Fig. 1: run 1, clock distribution
Drawn at 6 px/um.
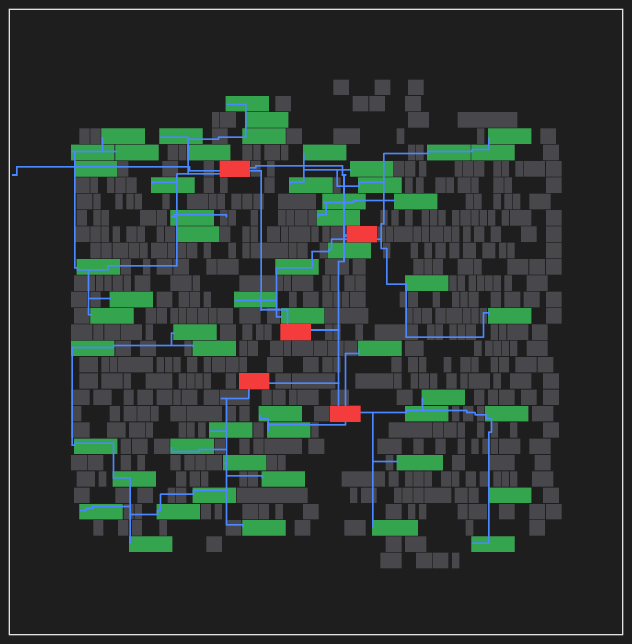
Fig. 2: run 1, ports around the boundary
Drawn at 3 px/um. Pins as bars across the die edge, other pins in gray.
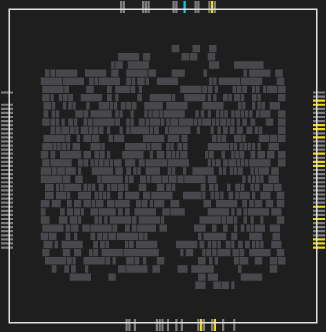
Fig. 3: run 1, cells colored by class
Drawn at 4 px/um. Fill, decap, tap and diode cells in gray.
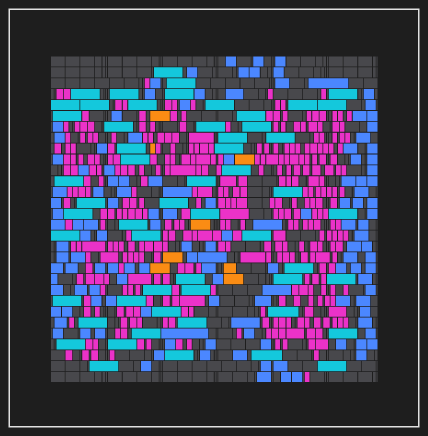
Fig. 4: run 1, the metal 2 layer
Drawn at 4 px/um. Cells faint in the background.
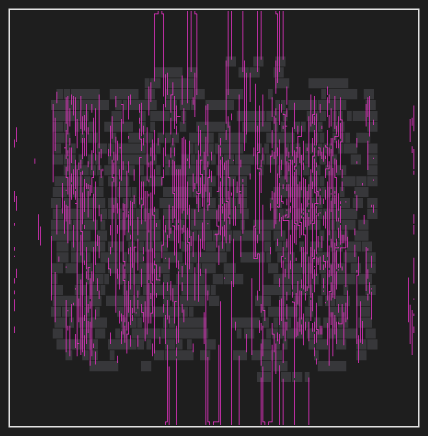
### src/rtl/instr_fetch.sv
// Instruction fetch unit: reads opcode (and optional operand) words from program memory
// and issues them to the control unit. Optional build macro FETCH_TIMEOUT_EN adds a memory-wait watchdog.
module instr_fetch #(
  parameter int         word_size      = 16,
  parameter logic [7:0] HALT_OP        = 8'hFE,
  parameter int         TIMEOUT_CYCLES = 16
) (
  input  logic                 clk,
  input  logic                 reset,
  input  logic                 start,
  input  logic [word_size-1:0] start_addr,
  output logic [word_size-1:0] mem_addr,
  output logic                 mem_rd_en,
  input  logic [word_size-1:0] mem_rdata,
  input  logic                 mem_valid,
  output logic [word_size-1:0] instruction,
  output logic [word_size-1:0] pre_data,
  output logic                 issue,
  output logic [word_size-1:0] pc,
  output logic                 busy,
  output logic                 halted,
  output logic                 fault
);

  typedef enum logic [2:0] {
    ST_IDLE     = 3'd0,
    ST_REQ_OP   = 3'd1,
    ST_REQ_DATA = 3'd2,
    ST_ISSUE    = 3'd3,
    ST_HOLD     = 3'd4,
    ST_HALTED   = 3'd5
  } state_t;

  localparam logic [word_size-1:0] ZERO_W = {word_size{1'b0}};
  localparam logic [word_size-1:0] ONE_W  = {{(word_size-1){1'b0}}, 1'b1};

  function automatic logic has_operand(input logic [7:0] op);
    case (op)
      8'h01, 8'h02, 8'h03, 8'h04, 8'h11, 8'h13,
      8'h19, 8'h1A, 8'h1B, 8'h1C, 8'h1D, 8'h1E, 8'h1F: has_operand = 1'b1;
      default:                                          has_operand = 1'b0;
    endcase
  endfunction

  state_t               state_r, state_s;
  logic [word_size-1:0] pc_r, pc_s;
  logic [word_size-1:0] instr_r, instr_s;
  logic [word_size-1:0] pre_r, pre_s;
  logic                 fault_r, fault_s;
  logic [word_size-1:0] mem_addr_r;
  logic                 mem_rd_en_r, issue_r, busy_r, halted_r;
  logic                 tmo_hit_s;

`ifdef FETCH_TIMEOUT_EN
  localparam int TW = $clog2(TIMEOUT_CYCLES + 1);
  logic [TW-1:0] tmo_cnt_r;

  assign tmo_hit_s = (tmo_cnt_r == TW'(TIMEOUT_CYCLES - 1));

  // Wait-cycle counter; any state change (i.e. entering a request state) restarts it.
  always_ff @(posedge clk) begin
    if (reset) begin
      tmo_cnt_r <= {TW{1'b0}};
    end else if (state_s != state_r) begin
      tmo_cnt_r <= {TW{1'b0}};
    end else if ((state_r == ST_REQ_OP) || (state_r == ST_REQ_DATA)) begin
      tmo_cnt_r <= tmo_cnt_r + TW'(1);
    end else begin
      tmo_cnt_r <= {TW{1'b0}};
    end
  end
`else
  // Unbounded wait: the watchdog never fires; the parameter is kept for a uniform port/param list.
  assign tmo_hit_s = 1'b0 & (TIMEOUT_CYCLES < 0);
`endif

  // Next-state, program counter and captured-word logic.
  always_comb begin
    state_s = state_r;
    pc_s    = pc_r;
    instr_s = instr_r;
    pre_s   = pre_r;
    fault_s = fault_r;
    case (state_r)
      ST_IDLE: begin
        if (start) begin
          pc_s    = start_addr;
          state_s = ST_REQ_OP;
        end else begin
          state_s = ST_IDLE;
        end
      end
      ST_REQ_OP: begin
        if (mem_valid) begin
          if (mem_rdata[7:0] == HALT_OP) begin
            state_s = ST_HALTED;
          end else begin
            instr_s = mem_rdata;
            pre_s   = ZERO_W;
            pc_s    = pc_r + ONE_W;
            state_s = has_operand(mem_rdata[7:0]) ? ST_REQ_DATA : ST_ISSUE;
          end
        end else if (tmo_hit_s) begin
          fault_s = 1'b1;
          state_s = ST_HALTED;
        end else begin
          state_s = ST_REQ_OP;
        end
      end
      ST_REQ_DATA: begin
        if (mem_valid) begin
          pre_s   = mem_rdata;
          pc_s    = pc_r + ONE_W;
          state_s = ST_ISSUE;
        end else if (tmo_hit_s) begin
          fault_s = 1'b1;
          state_s = ST_HALTED;
        end else begin
          state_s = ST_REQ_DATA;
        end
      end
      ST_ISSUE:  state_s = ST_HOLD;
      ST_HOLD:   state_s = ST_REQ_OP;
      ST_HALTED: state_s = ST_HALTED;
      default:   state_s = ST_IDLE;
    endcase
  end

  // State and registered outputs, all decoded from the next state so they align with it.
  always_ff @(posedge clk) begin
    if (reset) begin
      state_r     <= ST_IDLE;
      pc_r        <= ZERO_W;
      instr_r     <= ZERO_W;
      pre_r       <= ZERO_W;
      fault_r     <= 1'b0;
      mem_addr_r  <= ZERO_W;
      mem_rd_en_r <= 1'b0;
      issue_r     <= 1'b0;
      busy_r      <= 1'b0;
      halted_r    <= 1'b0;
    end else begin
      state_r     <= state_s;
      pc_r        <= pc_s;
      instr_r     <= instr_s;
      pre_r       <= pre_s;
      fault_r     <= fault_s;
      mem_addr_r  <= pc_s;
      mem_rd_en_r <= (state_s == ST_REQ_OP) || (state_s == ST_REQ_DATA);
      issue_r     <= (state_s == ST_ISSUE);
      busy_r      <= (state_s != ST_IDLE) && (state_s != ST_HALTED);
      halted_r    <= (state_s == ST_HALTED);
    end
  end

  assign mem_addr    = mem_addr_r;
  assign mem_rd_en   = mem_rd_en_r;
  assign instruction = instr_r;
  assign pre_data    = pre_r;
  assign issue       = issue_r;
  assign pc          = pc_r;
  assign busy        = busy_r;
  assign halted      = halted_r;
  assign fault       = fault_r;

endmodule

### config.mk
export PLATFORM = sky130hd
export DESIGN_NAME = instr_fetch
export DESIGN_NICKNAME = d
export VERILOG_FILES = /design/src/rtl/instr_fetch.sv
export SDC_FILE = /design/constraint.sdc
export NUM_CORES = 1
export LEC_CHECK = 0
export ABC_AREA = 1
export CAP_MARGIN = 5
export CORE_AREA = 10 10 92 94
export DETAILED_ROUTE_END_ITERATION = 16
export DIE_AREA = 0 0 102 104
export PLACE_DENSITY = 0.89
export SETUP_SLACK_MARGIN = 0.2
export SLEW_MARGIN = 20
export SYNTH_ARGS = -nofsm -noshare
export SYNTH_HDL_FRONTEND = slang
export SYNTH_SLANG_ARGS = --single-unit
export TNS_END_PERCENT = 1
### constraint.sdc
create_clock -name clk -period 2 [get_ports clk]
set_input_delay 0.6 -clock clk [delete_from_list [all_inputs] [get_ports clk]]
set_output_delay 0.6 -clock clk [all_outputs]
set_load 0.05 [all_outputs]
==> flow_metrics.tcl, run 1 <==
# flow metrics
set metrics [dict create \
    antenna_found_initial 0 \
    firstDrtPassIters 5 \
    clkLatencyLatePin_ps 310 \
    place.gp.congestion 0.921 \
    initCoreUtil 0.441 \
    area_growth_syn_to_layout_pct 40.8 \
    grt_start_max_net_pins 40 \
    layout_filler_cell_count 617 \
    run_status "finished, final reports clean" \
    synthDistinctLibCells 31 \
    reg2reg_setup_slack_ps 290 \
    fmax_ghz 0.578 \
    core_um2 6680 \
    tool_warning_count 28 \
    path_clk_slew_ps 100 \
    number_of_global_route_vias_before_repair 3164 \
    clockRootBuffer "clkbuf_8" \
    tritoncts "built" \
    placement.io_buffers 103 \
    post_syn_area_um2 2950 \
    die_h_um 104 \
    critical_path_class "in -> reg" \
    mostFrequentLayoutCell "buf_4" \
    critPathLaunch "mem_valid" \
    drt_first_iter_violations 120 \
    min_delay_path_depth 2 \
    timing.critical_path.slowest_cell_delay_ps 420 \
    synthFlopType "dfxtp_1" \
    worst_hold_path_type "reg -> reg" \
    crit_required_ps 2260 \
    finalHoldViolations 0 \
    most_common_cell "nand2_1" \
    io_pins 105 \
    critPathCaptureType "register" \
    worst_r2r_path_depth 8 \
    syn_avg_cell_area_um2 6.76 \
    number_of_nets_produced_by_synthesis 474 \
    post_layout_min_period_ps 1730 \
    flip_flops_with_a_built_in_enable 0 \
    yosysCellCount 436 \
    netlist_instances 436 \
    ant_nets 0 \
]
About Fig. 1:
[green] flip-flops | count: 55
[blue] clock wires | length: 705 um
[red] cells driving clock nets | count: 5
routed clock nets: 6

About Fig. 2:
[yellow] mem_addr | pins: 16 | direction: output | edge: 13 east, 2 south, 1 north
[cyan] halted | pins: 1 | direction: output | edge: north
all pins by edge: 39 east, 37 west, 16 south, 13 north

About Fig. 3:
[magenta] all other logic | cells: 346 | share of their area: 41%
[cyan] flip-flops | cells: 55 | share of their area: 27%
[blue] other buffers and delay cells | cells: 133 | share of their area: 29%
[orange] clock drivers and dummy loads | cells: 8 | share of their area: 2.4%

About Fig. 4:
nets with wire on the layer: 485
main direction: vertical

run 1: cells by family (layout without fill, tap and decap cells):
logic type	count (synthesis)	in the layout	share of synthesized area
adder cells (fa/ha/maj)	2	2	0.00849
XOR/XNOR	2	2	0.00595
buffers and inverters	105	211	0.170
flip-flops	55	55	0.374
AND-OR/OR-AND	101	101	0.176
AND/OR/NAND/NOR	170	170	0.264
other	1	1	0.00127
run 1: cell type report:
type,instances,share of cell area
inverters,70,0.0634
multi-input cells,276,0.337
clock buffers,7,0.0208
repair buffers,133,0.286
flip-flops and latches,55,0.266
well taps,80,0.0241
clock inverters,1,0.00211
run 1: stage by stage:
step	total power [mW]	TNS (ps)	setup WS (ps)	hold WS, ps
after global routing	4.19	0	170	473
final	3.98	0	270	449
after floorplan	2.73	0	293	599
after CTS	3.99	0	193	453
after detailed placement	3.26	-7950	-329	436
after global placement	3.22	-5650	-266	431
run 1: per-layer routing:
layer | GRT usage | wire [um] | up-vias
li1 | - | - | 1558
met1 | 0.174 | 3470 | 1401
met2 | 0.286 | 4310 | 144
met3 | 0.0744 | 1050 | 17
met4 | 0.0484 | 147 | 0
met5 | 0 | 0 | -
run 1: timing repair:
item / CTS / global route
endpoints found under the setup margin: 41 / 11
buffers inserted: 3 / 0
pin swaps: 8 / 1
cloned: 2 / 0
hold buffers: 0 / 0
resized: 23 / 7
run 1: worst max-delay path: cells and delay by family:
family | cells | cell delay, ps
and+or+nand+nor | 5 | 440
AOI/OAI and AO/OA | 1 | 310
buffers and inverters | 3 | 610
run 1: power breakdown:
group          total (mW)  internal [mW]  switching [mW]
Sequential           1.39           1.24           0.149
Combinational        1.92          0.649            1.28
Clock               0.659          0.285           0.374
Total                3.98           2.18            1.80
Fig. 5: run 1, the clock network
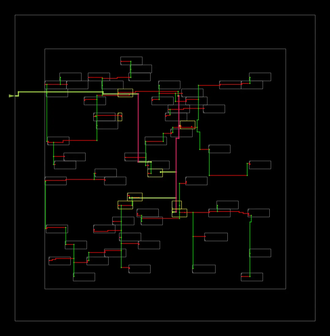

==> run 2, diff against run 1 <==
--- a/config.mk
+++ b/config.mk
@@ -10,9 +10,9 @@
 export CORE_AREA = 10 10 92 94
 export DETAILED_ROUTE_END_ITERATION = 16
 export DIE_AREA = 0 0 102 104
-export PLACE_DENSITY = 0.89
+export PLACE_DENSITY = 0.79
+export REMOVE_ABC_BUFFERS = 1
 export SETUP_SLACK_MARGIN = 0.2
-export SLEW_MARGIN = 20
 export SYNTH_ARGS = -nofsm -noshare
 export SYNTH_HDL_FRONTEND = slang
 export SYNTH_SLANG_ARGS = --single-unit
Fig. 6: run 2, the clock network
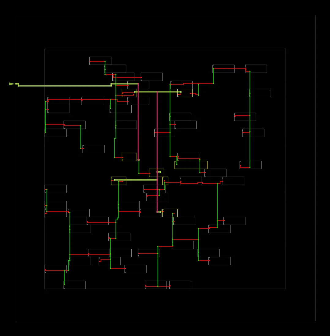
clock latency on the worst-skew pair: 300 ps
num sequential: 55
clock buffers created by TritonCTS: 5
Worst Skew: 1.96 ps

Fig. 7: run 2, cells colored by class
Drawn at 4 px/um. Fill, decap, tap and diode cells in gray.
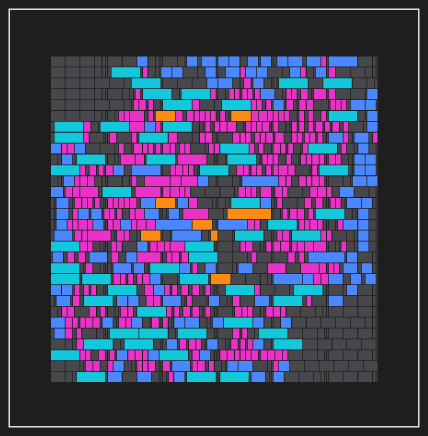
[orange] clock drivers and dummy loads | cells: 8 | share of their area: 2.9%
[magenta] all other logic | cells: 346 | share of their area: 41%
[cyan] flip-flops | cells: 55 | share of their area: 27%
[blue] other buffers and delay cells | cells: 127 | share of their area: 29%

==> run 2 against run 1 <==
  * Sequential power is essentially flat
  * Register-to-register slack gained 40 ps
  * Non-clock buffer count shrank 6
  * Highest routed layer unchanged
  * Largest cell class unchanged
  * Flip-flop count is the same
  * Routed wire length shrank 5.8%
==> flow_metrics.tcl, run 2 <==
# flow metrics
set metrics [dict create \
    io_pins 105 \
    ant_nets 0 \
    tritoncts "built" \
    initCoreUtil 0.441 \
    placement.io_buffers 103 \
    synthDistinctLibCells 31 \
    timing.critical_path.slowest_cell_delay_ps 470 \
    syn_avg_cell_area_um2 6.76 \
    most_common_cell "nand2_1" \
    number_of_global_route_vias_before_repair 2804 \
    post_layout_min_period_ps 1770 \
    crit_required_ps 2230 \
    path_clk_slew_ps 100 \
    post_syn_area_um2 2950 \
    netlist_instances 436 \
    pre_cts_slack_ps -271 \
    fmax_ghz 0.565 \
    run_status "finished, final reports clean" \
    net-switching-power_mw 1.77 \
    synthFlopType "dfxtp_1" \
    clockRootBuffer "clkbuf_8" \
    seq_power_share 0.341 \
    critical_path_class "in -> reg" \
    grt_start_max_net_pins 40 \
]
run 2: per-layer routing:
layer | vias up | routed length (um) | GRT usage
met5 | - | 0 | 0
met4 | 0 | 100 | 0.0373
met3 | 12 | 758 | 0.0565
met2 | 90 | 4250 | 0.260
met1 | 1353 | 3350 | 0.156
li1 | 1551 | - | -
run 2: kinds of logic after synthesis:
family,after synthesis,synth area share
AND/OR/NAND/NOR,170,0.264
buffers and inverters,105,0.170
AND-OR/OR-AND,101,0.176
flip-flops,55,0.374
XOR/XNOR,2,0.00595
adder cells (fa/ha/maj),2,0.00849
other,1,0.00127
run 2: repair_timing:
| item | 4_1_cts | 5_1_grt |
|---|---|---|
| endpoints found under the hold margin | 0 | 0 |
| setup endpoints to repair | 34 | 53 |
| pin swaps | 2 | 6 |
| buffers inserted | 0 | 1 |
| hold buffers | 0 | 0 |
| cloned | 0 | 3 |
| resized | 6 | 14 |
run 2: layout make-up:
class | count | area, um^2
Clock buffer | 6 | 82.6
Clock inverter | 2 | 35.0
Fill cell | 614 | 2560
Inverter | 70 | 263
Multi-Input combinational cell | 276 | 1380
Sequential cell | 55 | 1100
Tap cell | 80 | 100
Timing Repair Buffer | 127 | 1160
run 2: power groups by stage:
stage	clock [mW]	sequential, mW	combinational [mW]
floorplan	0	2.09	0.481
global placement	0	1.40	1.80
detailed placement	0	1.41	1.82
CTS	0.788	1.38	1.83
global route	0.834	1.41	2.03
finish	0.773	1.39	1.90
run 2: metrics by stage:
stage | power, mW | cell area, um^2
after floorplan | 2.58 | 2710
after global placement | 3.20 | 3880
after detailed placement | 3.23 | 3880
after CTS | 4.00 | 4010
after global routing | 4.28 | 4120
final | 4.06 | 4120
run 2: worst max-delay path: cells and delay by family:
kind,cells,cell delay [ps]
buffers and inverters,4,890
and+or+nand+nor,3,310
AOI/OAI and AO/OA,1,200
Power figures rest on the tool's default switching activity, not on a simulated workload.
